===== config.mk =====
export PLATFORM = sky130hd
export DESIGN_NAME = serial_subtractor_64
export DESIGN_NICKNAME = d
export VERILOG_FILES = /design/src/rtl/arith_pkg.sv /design/src/rtl/sub_digit.sv /design/src/rtl/serial_subtractor_64.sv
export SDC_FILE = /design/constraint.sdc
export NUM_CORES = 1
export LEC_CHECK = 0
export ABC_AREA = 1
export ABC_CLOCK_PERIOD_IN_PS = 4750
export CAP_MARGIN = 20
export CORE_ASPECT_RATIO = 1.75
export CORE_UTILIZATION = 50
export DETAILED_ROUTE_END_ITERATION = 10
export GPL_ROUTABILITY_DRIVEN = 0
export PLACE_DENSITY = 0.8
export REMOVE_ABC_BUFFERS = 1
export SYNTH_ARGS = -nofsm -noshare
export SYNTH_HDL_FRONTEND = slang
export SYNTH_SLANG_ARGS = --single-unit

===== constraint.sdc =====
create_clock -name clk -period 4.75 [get_ports clk]
set_input_delay 0.7125 -clock clk [delete_from_list [all_inputs] [get_ports clk]]
set_output_delay 0.7125 -clock clk [all_outputs]
set_load 0.02 [all_outputs]

===== src/rtl/arith_pkg.sv =====
// Shared definitions for the multi-cycle arithmetic datapath blocks.
//   DEF_WIDTH / DEF_DIGIT : default operand width and bits handled per clock
//   NDIGITS / CNT_W       : digit count and digit-counter width for the defaults
//   state_e               : sequencer state encoding (IDLE=0, RUN=1, DONE=2)
package arith_pkg;

    localparam int DEF_WIDTH = 64;
    localparam int DEF_DIGIT = 4;
    localparam int NDIGITS   = DEF_WIDTH / DEF_DIGIT;
    localparam int CNT_W     = $clog2(NDIGITS);

    typedef enum logic [1:0] {
        ST_IDLE = 2'd0,
        ST_RUN  = 2'd1,
        ST_DONE = 2'd2
    } state_e;

endpackage


===== src/rtl/sub_digit.sv =====
// One DIGIT-bit borrow-ripple subtract slice: {bout, d} = x - y - bin.
//   x, y : digit of the minuend / subtrahend
//   bin  : borrow into the least significant bit of the digit
//   d    : digit difference
//   bout : borrow out of the most significant bit of the digit
module sub_digit #(
    parameter int DIGIT = 4
) (
    input  logic [DIGIT-1:0] x,
    input  logic [DIGIT-1:0] y,
    input  logic             bin,
    output logic [DIGIT-1:0] d,
    output logic             bout
);

    always_comb begin
        logic br;
        br = bin;
        d  = '0;
        for (int i = 0; i < DIGIT; i++) begin
            d[i] = x[i] ^ y[i] ^ br;
            // Borrow when x < y at this bit, or they are equal and a borrow is pending.
            br   = (~x[i] & y[i]) | (~(x[i] ^ y[i]) & br);
        end
        bout = br;
    end

endmodule


===== src/rtl/serial_subtractor_64.sv =====
// Multi-cycle subtractor: diff = a - b - b_in (mod 2^WIDTH), DIGIT bits per clock.
//   clk, rst_n      : clock, synchronous active-low reset
//   start           : request, sampled only in IDLE or DONE
//   a, b, b_in      : operands, captured when start is accepted
//   busy            : a subtraction is in progress
//   done            : one-cycle pulse; diff/b_out/ovf are final from this cycle on
//   diff            : result, held until the next accepted start
//   b_out           : final borrow (unsigned a < b + b_in)
//   ovf             : two's-complement overflow of the subtraction
//   dbg_state       : current sequencer state (arith_pkg::state_e encoding)
//
// Handshake: start is accepted on any rising edge where start=1 and the block is
// in IDLE or DONE (busy=0); it is not queued, and start/operands are ignored while
// busy=1. Each accepted start yields exactly one done pulse WIDTH/DIGIT+1 edges
// later unless reset intervenes; busy and done are never high together.
module serial_subtractor_64
    import arith_pkg::*;
#(
    parameter int WIDTH = DEF_WIDTH,
    parameter int DIGIT = DEF_DIGIT
) (
    input  logic             clk,
    input  logic             rst_n,
    input  logic             start,
    input  logic [WIDTH-1:0] a,
    input  logic [WIDTH-1:0] b,
    input  logic             b_in,
    output logic             busy,
    output logic             done,
    output logic [WIDTH-1:0] diff,
    output logic             b_out,
    output logic             ovf,
    output logic [1:0]       dbg_state
);

    localparam int N_DIG    = WIDTH / DIGIT;
    localparam int CNT_BITS = (N_DIG > 1) ? $clog2(N_DIG) : 1;
    localparam int DIG_LG   = $clog2(DIGIT);
    localparam int POS_W    = CNT_BITS + DIG_LG;
    localparam logic [CNT_BITS-1:0] LAST_DIG = CNT_BITS'(N_DIG - 1);

    state_e              state_q;
    logic [CNT_BITS-1:0] cnt_q;
    logic [WIDTH-1:0]    a_q;
    logic [WIDTH-1:0]    b_q;
    logic                borrow_q;
    logic [WIDTH-1:0]    diff_q;
    logic                b_out_q;
    logic                ovf_q;
    logic                busy_q;
    logic                done_q;

    logic [POS_W-1:0]    bit_pos;
    logic [DIGIT-1:0]    digit_d;
    logic                borrow_d;

    // LSB position of the digit selected by the counter (DIGIT is a power of two).
    assign bit_pos = {cnt_q, {DIG_LG{1'b0}}};

    sub_digit #(.DIGIT(DIGIT)) u_sub_digit (
        .x   (a_q[bit_pos +: DIGIT]),
        .y   (b_q[bit_pos +: DIGIT]),
        .bin (borrow_q),
        .d   (digit_d),
        .bout(borrow_d)
    );

    always_ff @(posedge clk) begin
        if (!rst_n) begin
            state_q  <= ST_IDLE;
            cnt_q    <= '0;
            a_q      <= '0;
            b_q      <= '0;
            borrow_q <= 1'b0;
            diff_q   <= '0;
            b_out_q  <= 1'b0;
            ovf_q    <= 1'b0;
            busy_q   <= 1'b0;
            done_q   <= 1'b0;
        end else begin
            case (state_q)
                ST_IDLE, ST_DONE: begin
                    done_q <= 1'b0;
                    if (start) begin
                        a_q      <= a;
                        b_q      <= b;
                        borrow_q <= b_in;
                        cnt_q    <= '0;
                        diff_q   <= '0;
                        busy_q   <= 1'b1;
                        state_q  <= ST_RUN;
                    end else begin
                        state_q  <= ST_IDLE;
                    end
                end
                ST_RUN: begin
                    diff_q[bit_pos +: DIGIT] <= digit_d;
                    borrow_q                 <= borrow_d;
                    if (cnt_q == LAST_DIG) begin
                        busy_q  <= 1'b0;
                        done_q  <= 1'b1;
                        b_out_q <= borrow_d;
                        // The top digit being written carries the result sign bit.
                        ovf_q   <= (a_q[WIDTH-1] != b_q[WIDTH-1]) &&
                                   (digit_d[DIGIT-1] != a_q[WIDTH-1]);
                        state_q <= ST_DONE;
                    end else begin
                        cnt_q   <= cnt_q + 1'b1;
                    end
                end
                default: begin
                    busy_q  <= 1'b0;
                    done_q  <= 1'b0;
                    state_q <= ST_IDLE;
                end
            endcase
        end
    end

    assign busy      = busy_q;
    assign done      = done_q;
    assign diff      = diff_q;
    assign b_out     = b_out_q;
    assign ovf       = ovf_q;
    assign dbg_state = state_q;

endmodule


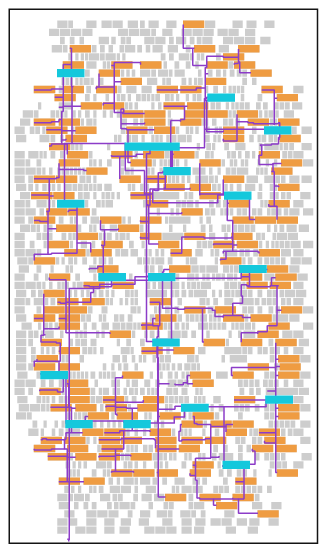
*Clock network drawn from the DEF*
(3 px per µm)
[orange] flip-flops | count: 203
[purple] clock wires | length: 2270 µm
[cyan] cells driving clock nets | count: 18
routed clock nets: 19

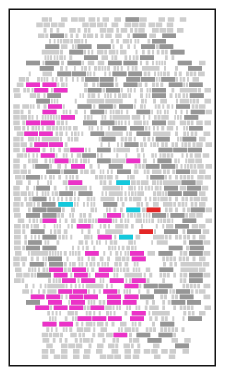
*Sequential cells grouped by signal name*
(2 px per µm) Other sequential cells in the stronger gray, the rest of the logic in the fainter gray.
[magenta] a_q | flops: 64
[cyan] cnt_q | flops: 4 | where: middle
[red] dbg_state | flops: 2
not colored: 133
Sequential Area: 0.004065 mm²
Seq group: 1.86 mW
Seq/total area: 35.50%

==> flow_summary.rst <==
Metrics
=======

.. list-table::
   :header-rows: 1

   * - Metric
     - Value
   * - Routed met1 length
     - approximately 9100 µm
   * - Final hold slack
     - roughly 470 ps
   * - Post-route DRC
     - 0
   * - Static leakage
     - 4.380 nW
   * - Actual slew at the worst max-slew pin
     - approximately 700 ps
   * - Post-layout instance area
     - 0.01145 mm²
   * - Total global routing track utilization
     - roughly 27%
   * - Number of failing hold endpoints at the final stage
     - 0
   * - Class of the worst hold path
     - reg -> reg
   * - Number of CTS-inserted buffers
     - 18
   * - Post-detailed-placement cell area
     - approximately 0.011 mm²
   * - Reg2Reg Setup Slack
     - 790 ps
   * - Outcome
     - finished clean
   * - Seq pwr share
     - approximately 45%
   * - Via density per instance
     - around 5.5
   * - Post-synth design cell area
     - between 0.008 and 0.009 mm²
   * - Area of combinational cells with multiple inputs
     - 0.004200 mm²
   * - Post-CTS setup-driven buffer insertion count
     - 0
   * - Number of warnings in the stage logs
     - 28
   * - Die extent in y
     - approximately 180 µm
   * - Cell chosen for the clock root
     - sky130_fd_sc_hd__clkbuf_16
   * - Input/output buffers
     - ~200
   * - CP delay by family, top
     - adder cells
   * - Min Clock Period, post-route
     - 3962 ps
   * - DRT Wirelength
     - 24860 µm
   * - Place WS
     - between 800 and 900 ps
   * - Power Dens Cells
     - roughly 360 mW/mm²
   * - Largest family of logic cells by area
     - simple AND/OR/NAND/NOR gates
   * - Synth-to-layout area growth
     - 30.17%
   * - Iter 0 DRT Violations
     - ~530
   * - Combinational power
     - around 760 µW
   * - Worst hold stages
     - 2
   * - Most common cell type on the critical path
     - sky130_fd_sc_hd__nand2_1
   * - Yosys xor share
     - 0%
   * - Clk ins delay skew pair
     - 490 ps
   * - Count of unique library cells instantiated by Yosys
     - 31
   * - Routed length on met2
     - 13450 µm
   * - Critical path buffer and inverter count
     - 4
   * - Top-Level Pins
     - roughly 200
   * - Layout buffer count excluding clock buffers
     - 216
   * - Die Width
     - about 100 µm
   * - Switching part of the total
     - between 20% and 30%
   * - Number of clock sinks
     - a little over 200
   * - Number of synthesis warnings
     - 0
   * - Total internal power
     - 2.961 mW
   * - Number of nets with antenna violations after routing
     - 0
   * - Critical Path, Cell by Cell
     - inv_2, buf_4, o21ai_0, o22ai_1, nand2_1, nand2_1, nand2_1, nand2_1, fa_1, fa_1, inv_1, fa_1, clkinv_1, nand3_1, nor2_1, nand2_1, a21oi_1
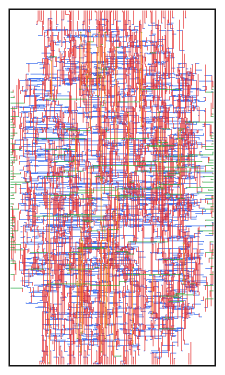
*Wiring by layer*
(2 px per µm)
[red] met2 | wire length: 13500 µm
[orange] met4 | wire length: 1180 µm
[green] met3 | wire length: 1110 µm
[blue] met1 | wire length: 9110 µm

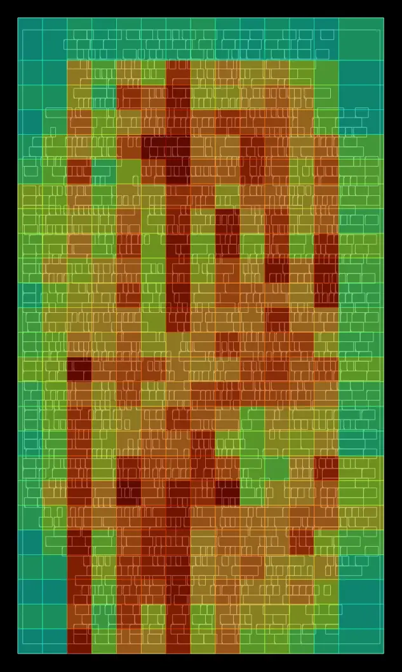
*Routing congestion*
layer with the highest usage: met2
met3 Resource Use GR: 2.639%
final cell utilization of the core: 66.94%
GR Util met2: 51.06%
GR Util met1: 29.40%

No activity file was given, so power comes from the tool's default toggle rates.
